[src/rtl/decoder_bus_arbiter_if.sv]
// Bus bundle between the four requesters and the round-robin arbiter.
// The arbiter's grant outputs feed a 2-to-4 decoder: gnt_idx drives the
// select lines, gnt_en drives the enable, and gnt is the decoded result.
interface decoder_bus_arbiter_if;
    logic [3:0] req;          // level request per requester, held until served
    logic       done;         // one-cycle release pulse from the current owner
    logic [1:0] gnt_idx;      // registered owner index (decoder select)
    logic       gnt_en;       // registered owner-valid (decoder enable)
    logic [3:0] gnt;          // registered one-hot grant
    logic       busy;         // bus owned or in turnaround
    logic       timeout_evt;  // pulse: previous owner released by the hold limit

    // Requester side: drives requests and release, observes the grant.
    modport master (
        output req,
        output done,
        input  gnt_idx,
        input  gnt_en,
        input  gnt,
        input  busy,
        input  timeout_evt
    );

    // Arbiter side: samples requests and release, drives the grant.
    modport slave (
        input  req,
        input  done,
        output gnt_idx,
        output gnt_en,
        output gnt,
        output busy,
        output timeout_evt
    );
endinterface

[src/rtl/decoder_bus_arbiter.sv]
// Round-robin arbiter sharing one bus among four requesters.
//
// Every output is a register, so nothing combinational reaches the pins from
// req/done. An owner keeps the bus until it pulses done, drops its request,
// or (if HOLD_MAX is non-zero and somebody else is waiting) has held it for
// HOLD_MAX cycles. Each release is followed by exactly one TURN cycle with
// gnt_en low before the next owner is granted. The search pointer moves to
// the slot after the old owner, so the old owner is searched last.
module decoder_bus_arbiter #(
    parameter int unsigned HOLD_MAX = 16   // 0 disables forced rotation; 0..255
) (
    input logic                   clk,
    input logic                   rst_n,   // synchronous, active low
    decoder_bus_arbiter_if.slave  bus
);

    // Last hold_cnt value of an owner's allowed tenure. When the limit is
    // disabled the value is never compared because w_limit_hit is gated.
    localparam logic [7:0] HOLD_LAST = (HOLD_MAX == 0) ? 8'd0 : 8'(HOLD_MAX - 1);
    localparam logic [7:0] HOLD_SAT  = 8'hFF;

    typedef enum logic [1:0] {
        S_IDLE = 2'd0,   // bus free, nobody recently released it
        S_OWN  = 2'd1,   // r_gnt_idx owns the bus
        S_TURN = 2'd2    // one dead cycle between owners
    } state_t;

    // ------------------------------------------------------------------
    // State and registered outputs
    // ------------------------------------------------------------------
    state_t     r_state;
    logic [1:0] r_ptr;          // highest-priority slot for the next search
    logic [7:0] r_hold_cnt;     // completed OWN cycles of the current owner
    logic [1:0] r_gnt_idx;
    logic       r_gnt_en;
    logic [3:0] r_gnt;
    logic       r_busy;
    logic       r_timeout_evt;

    // ------------------------------------------------------------------
    // Combinational decisions
    // ------------------------------------------------------------------
    logic [3:0] w_req_rot;      // requests rotated so r_ptr sits at bit 0
    logic [1:0] w_pick_ofs;     // distance from r_ptr to the winner
    logic [1:0] w_pick_idx;     // absolute index of the winner
    logic       w_pick_found;
    logic       w_owner_req;    // owner is still requesting
    logic       w_others_wait;  // some other requester is waiting
    logic       w_limit_hit;    // hold limit reached with contention
    logic       w_release;      // owner gives up the bus this cycle
    logic       w_timeout;      // release caused by the hold limit alone

    // Round-robin pick: rotate so the pointer slot is lowest, take the
    // lowest set bit, then rotate the offset back into an absolute index.
    always_comb begin
        // NOTE: every always_comb output gets a default before any branch, otherwise a latch is inferred.
        w_pick_ofs   = 2'd0;
        w_req_rot    = 4'(({bus.req, bus.req}) >> r_ptr);
        w_pick_found = |bus.req;
        for (int i = 3; i >= 0; i--) begin
            if (w_req_rot[i]) begin
                w_pick_ofs = 2'(i);
            end
        end
        w_pick_idx = r_ptr + w_pick_ofs;
    end

    // Release conditions while owning; done/withdrawal take priority over
    // the hold limit when deciding whether this counts as a timeout.
    always_comb begin
        w_owner_req   = bus.req[r_gnt_idx];
        w_others_wait = |(bus.req & ~r_gnt);
        w_limit_hit   = (HOLD_MAX != 0) && (r_hold_cnt == HOLD_LAST) && w_others_wait;
        w_release     = bus.done || !w_owner_req || w_limit_hit;
        w_timeout     = w_limit_hit && !bus.done && w_owner_req;
    end

    // Arbitration FSM with every output registered alongside the state.
    always_ff @(posedge clk) begin
        // NOTE: reset is sampled on the clock edge here, so it sits inside the clocked branch rather than in the sensitivity list.
        if (!rst_n) begin
            r_state       <= S_IDLE;
            r_ptr         <= 2'd0;
            r_hold_cnt    <= 8'd0;
            r_gnt_idx     <= 2'd0;
            r_gnt_en      <= 1'b0;
            r_gnt         <= 4'b0000;
            r_busy        <= 1'b0;
            r_timeout_evt <= 1'b0;
        end else begin
            // NOTE: non-blocking assignments keep every register updating from the same pre-edge values.
            r_timeout_evt <= 1'b0;
            case (r_state)
                S_IDLE, S_TURN: begin
                    if (w_pick_found) begin
                        r_state    <= S_OWN;
                        r_gnt_idx  <= w_pick_idx;
                        r_gnt_en   <= 1'b1;
                        r_gnt      <= 4'b0001 << w_pick_idx;
                        r_busy     <= 1'b1;
                        r_hold_cnt <= 8'd0;
                    end else begin
                        r_state  <= S_IDLE;
                        r_gnt_en <= 1'b0;
                        r_gnt    <= 4'b0000;
                        r_busy   <= 1'b0;
                    end
                end
                S_OWN: begin
                    if (w_release) begin
                        // gnt_idx deliberately keeps the old owner.
                        r_state       <= S_TURN;
                        r_gnt_en      <= 1'b0;
                        r_gnt         <= 4'b0000;
                        r_busy        <= 1'b1;
                        r_ptr         <= r_gnt_idx + 2'd1;
                        r_timeout_evt <= w_timeout;
                    end else if (r_hold_cnt != HOLD_SAT) begin
                        r_hold_cnt <= r_hold_cnt + 8'd1;
                    end
                end
                default: begin
                    r_state  <= S_IDLE;
                    r_gnt_en <= 1'b0;
                    r_gnt    <= 4'b0000;
                    r_busy   <= 1'b0;
                end
            endcase
        end
    end

    // Drive the interface from the output registers.
    always_comb begin
        bus.gnt_idx     = r_gnt_idx;
        bus.gnt_en      = r_gnt_en;
        bus.gnt         = r_gnt;
        bus.busy        = r_busy;
        bus.timeout_evt = r_timeout_evt;
    end

    // Grant is never more than one-hot, and an enabled grant matches its index.
    a_gnt_onehot0 : assert property (@(posedge clk) disable iff (!rst_n)
        $onehot0(r_gnt));
    a_gnt_matches_idx : assert property (@(posedge clk) disable iff (!rst_n)
        r_gnt_en |-> r_gnt[r_gnt_idx]);

endmodule

[src/flat_wrapper.sv]
// flat-port wrapper written by rule: the top's interface ports become plain ports
module decoder_bus_arbiter_flat 
#(
    parameter int unsigned HOLD_MAX = 16                                        
)
  (clk, rst_n, bus_req, bus_done, bus_gnt_idx, bus_gnt_en, bus_gnt, bus_busy, bus_timeout_evt);
  decoder_bus_arbiter_if bus_i ();
  input logic clk;
  input logic rst_n;
  input wire logic [$bits(bus_i.req)-1:0] bus_req;
  input wire logic [$bits(bus_i.done)-1:0] bus_done;
  output wire logic [$bits(bus_i.gnt_idx)-1:0] bus_gnt_idx;
  output wire logic [$bits(bus_i.gnt_en)-1:0] bus_gnt_en;
  output wire logic [$bits(bus_i.gnt)-1:0] bus_gnt;
  output wire logic [$bits(bus_i.busy)-1:0] bus_busy;
  output wire logic [$bits(bus_i.timeout_evt)-1:0] bus_timeout_evt;
  assign bus_i.req = bus_req;
  assign bus_i.done = bus_done;
  assign bus_gnt_idx = bus_i.gnt_idx;
  assign bus_gnt_en = bus_i.gnt_en;
  assign bus_gnt = bus_i.gnt;
  assign bus_busy = bus_i.busy;
  assign bus_timeout_evt = bus_i.timeout_evt;
  decoder_bus_arbiter #(.HOLD_MAX(HOLD_MAX)) u_core (.clk(clk), .rst_n(rst_n), .bus(bus_i));
endmodule
[config.mk]
export PLATFORM = sky130hd
export DESIGN_NAME = decoder_bus_arbiter_flat
export DESIGN_NICKNAME = d
export VERILOG_FILES = /design/src/rtl/decoder_bus_arbiter_if.sv /design/src/rtl/decoder_bus_arbiter.sv /design/src/flat_wrapper.sv
export SDC_FILE = /design/constraint.sdc
export NUM_CORES = 1
export LEC_CHECK = 0
export CAP_MARGIN = 0
export CORE_AREA = 2 2 58 60
export DETAILED_ROUTE_END_ITERATION = 8
export DIE_AREA = 0 0 60 62
export MAX_ROUTING_LAYER = met4
export PLACE_DENSITY = 0.71
export SLEW_MARGIN = 20
export SYNTH_ARGS = -nofsm -noshare
export SYNTH_HDL_FRONTEND = slang
export SYNTH_SLANG_ARGS = --single-unit
[constraint.sdc]
create_clock -name clk -period 2.3 [get_ports clk]
set_clock_uncertainty 0.15 [all_clocks]
set_input_delay 0.23 -clock clk [delete_from_list [all_inputs] [get_ports clk]]
set_output_delay 0.23 -clock clk [all_outputs]
set_load 0.02 [all_outputs]
==> images/layers.png <==
Scale bar: 20 µm.
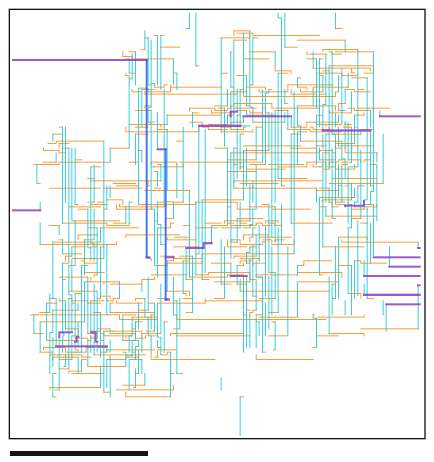
colour	layer	wire length
purple	M3	109 µm
cyan	M2	1,760 µm
blue	M4	50.3 µm
orange	M1	1,420 µm

==> images/clock_wires.png <==
Scale bar: 20 µm.
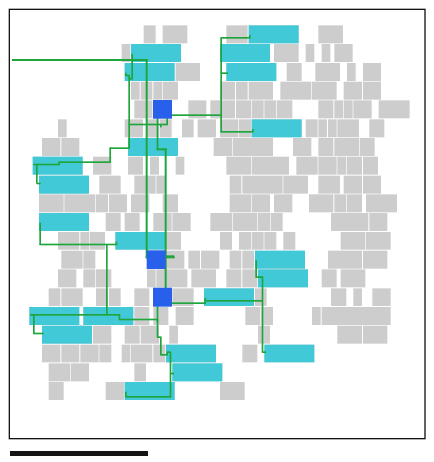
[green] clock wires | length: 259 µm
[cyan] flip-flops | count: 21
[blue] clock-net drivers | count: 3
routed clock nets	4

==> flow_summary.yaml <==
# implementation run metrics
cells_and_area:
  drive_gt1_share_pct: 20.7
  layout.nets: 203
  stdcell_area_um2: 1720
  diodes: 0
  synthToLayoutAreaGrowth_pct: 29.3
clock_tree:
  htree_levels: 1
  cts_root_buffer: "clkbuf_4"
  cts_buffers: 3
  cts_tree: "yes"
  ctsHoldBuffers: 0
  cts_setup_buffers: 0
  clock_path_buffers: 2
  path_clk_slew_ps: 120
  clk_latency_ps: 310
  cts_num_sinks: 21
  cts_resized: 0
place:
  gp_congestion: 0.920
  portBuffers: 15
  placed_area_um2: 1670
  dpl.hpwl_um: 2580
power:
  power_switching_w: 0.000326
  p_seq_share_pct: 43.9
  pwr-share-clk_pct: 18.6
  finalPower_w: 0.000963
  internal_power_w: 0.000637
  power_per_cell_area_nw_per_um2: 559
  peakVddDrop_uv: 235
  p_leak_nw: 0.685
  power_frac_comb_pct: 37.4
  p_sw_share_pct: 33.8
setup_path:
  crit-reg2reg-launch: "u_core.r_ptr[0]"
  start_kind: "input port"
  required_ps: 2410
  r2r_cells: 9
  crit_slowest_cell: "clkdlybuf4s50_1"
  crit_family: "AND-OR/OR-AND gates"
  critPathMaxFanout: 3
  cp_num_buf_inv: 1
  critPathMaxStageDelay_ps: 500
  path_cells: "clkdlybuf4s50_1, nor2_1, a221oi_2, a31oi_1, a211o_1, ha_2, xor2_2, and4b_1, nand3_1, nand3_1"
  end_kind: "flop"
  r2r-end: "u_core.bus.gnt[2]"
  crit_path_frequent_cell: "nand3_1"
  critPathKind: "in -> reg"
  ff2ff_setup_slack_ps: 190
  arrival_ps: 2230
floorplanning:
  io_pins: 16
  initial_core_util_pct: 42.0
  core_um2: 3180
  dieHeight_um: 62
  rows: 21
  die_w_um: 60
  dieArea_um2: 3720
global_routing:
  grt_use_met3_pct: 1.86
  grt-ovfl-total: 0
  grtUsageTotal_pct: 19.8
  grt_max_degree: 20
  grt.met2_usage_pct: 35.9
  grt_pass1_vias: 1275
  antenna_found_initial: 0
  gr-max-usage-layer: "met2"
  grt_first_pass_wirelength_um: 5460
  grt.met1_usage_pct: 21.8
final_timing:
  slew_violations: 0
  rsz0062_at_grt: "no"
  hold_viol: 0
  setup_viol: 0
  tightest_slew_ps: 421
  min_period_ps: 2120
  period_used_pct: 92.0
  relSlewSlack_pct: 71.9
  max_freq_mhz: 472
synthesis:
  yosysWarnings: 0
  synth-main-ff-cell: "dfxtp_1"
  edf_count: 0
  ys_async_sr_fraction_pct: 0
  synth_cell_type_count: 48
  syn_area_per_cell_um2: 8.23
  synth-seq-cells: 21
  syn_area_um2: 1330
  yosys_area_um2: 1330
  fp_nets: 171
  ys_seq_share_pct: 31.5
  ys_cells: 162
  syn_inst: 162
routing:
  num_vias: 1373
  wl_um: 3340
  vias_per_cell: 5.74
  firstDrtPassIters: 5
  drt-initial-drc-count: 91
  wl_per_cell_um: 14.0
  drc: 0
  ant_nets: 0
min_path:
  min_to: "u_core.bus.gnt_en"
  min_path_cells: 2
  hold_start: "u_core.bus.gnt_en"
  hold_class: "reg -> reg"
flow_run:
  max_cap_violations: 0
  warning_count: 26
run_status:
  outcome: "completed"
-- per-stage QoR --
stage	worst slack, ps	hold WS, ps	setup TNS (ps)	util [%]	instances
after global routing	22.7	337	0	54.2	239
after floorplan	66.5	297	0	-	162
after CTS	65.6	331	0	53.3	239
final	183	327	0	54.2	239
after detailed placement	-266	315	-1970	52.5	235
after global placement	-163	299	-1070	52.5	235
-- layout by cell type (no fill, tap or decap), types with 7 or more instances in the layout --
| cell | synthesis | final |
|---|---|---|
| buf_4 | 0 | 25 |
| o21ai_0 | 8 | 8 |
| dfxtp_1 | 21 | 21 |
| nor2_1 | 11 | 11 |
| a21oi_1 | 7 | 7 |
| clkdlybuf4s50_1 | 0 | 13 |
| nor2b_1 | 8 | 8 |
| nand2_1 | 8 | 8 |
| nand3_1 | 16 | 16 |
-- cell families (layout without fill, tap and decap cells) --
family,after synthesis,in the layout,share of synthesized area (%)
flip-flops,21,21,31.5
adder cells (fa/ha/maj),2,2,1.88
AND-OR/OR-AND,41,41,24.1
multiplexers,3,3,2.25
AND/OR/NAND/NOR,77,77,33.1
XOR/XNOR,3,3,1.97
buffers and inverters,15,46,5.16
-- cell type report --
class | count | area, µm²
multi-input cells | 126 | 868
flip-flops and latches | 21 | 420
clock buffers | 3 | 22.5
well taps | 46 | 57.6
fillers | 311 | 1460
repair buffers | 40 | 343
inverters | 2 | 7.51
clock inverters | 1 | 5.00
-- routing by layer --
layer / part of all wire, % / up-vias
li1: - / 680
met1: 43 / 653
met2: 53 / 35
met3: 3.2 / 5
met4: 1.5 / 0
met5: 0 / -
-- flip-flops by register name, summed over array words and instances, names as in the netlist --
register	flops
u_core.r_state	2
u_core.r_hold_cnt	8
u_core.bus.gnt_idx	2
u_core.bus.busy	1
u_core.bus.gnt_en	1
u_core.r_ptr	2
u_core.bus.timeout_evt	1
u_core.bus.gnt	4
-- how the worst max path moves through the flow --
stage                    start                 to  slack [ps]  cells after the start
3_3_place_gp        bus_req[2]  u_core.bus.gnt[1]        -160                     10
3_5_place_dp        bus_req[1]  u_core.bus.gnt[3]        -270                     10
6_report            bus_req[0]  u_core.bus.gnt[2]         180                     10
4_1_cts             bus_req[1]  u_core.bus.gnt[3]          70                     10
2_1_floorplan  u_core.r_ptr[0]  u_core.bus.gnt[0]          70                     10
5_1_grt        u_core.r_ptr[0]  u_core.bus.gnt[0]          20                      9
-- power by group through the flow --
stage | Sequential (W) | Combinational [W] | Clock, W
6_report | 0.000423 | 0.000361 | 0.000179
5_1_grt | 0.000427 | 0.000395 | 0.000199
3_3_place_gp | 0.000429 | 0.000336 | 0
4_1_cts | 0.000422 | 0.000350 | 0.000185
2_1_floorplan | 0.000445 | 0.000192 | 0
3_5_place_dp | 0.000430 | 0.000349 | 0
-- synth_stat cells, drive strengths merged, types with 4 or more instances --
master / instances / share of area, %
a21oi: 7 / 2.6
and3: 5 / 2.3
buf: 5 / 2.3
clkbuf: 8 / 2.3
dfxtp: 21 / 32
nand2: 8 / 2.3
nand2b: 4 / 1.9
nand3: 16 / 6.0
nand4: 5 / 2.3
nor2: 11 / 3.1
nor2b: 9 / 4.8
o21ai: 8 / 3.0
o31ai: 4 / 2.3
Power and IR drop assume default switching activity.
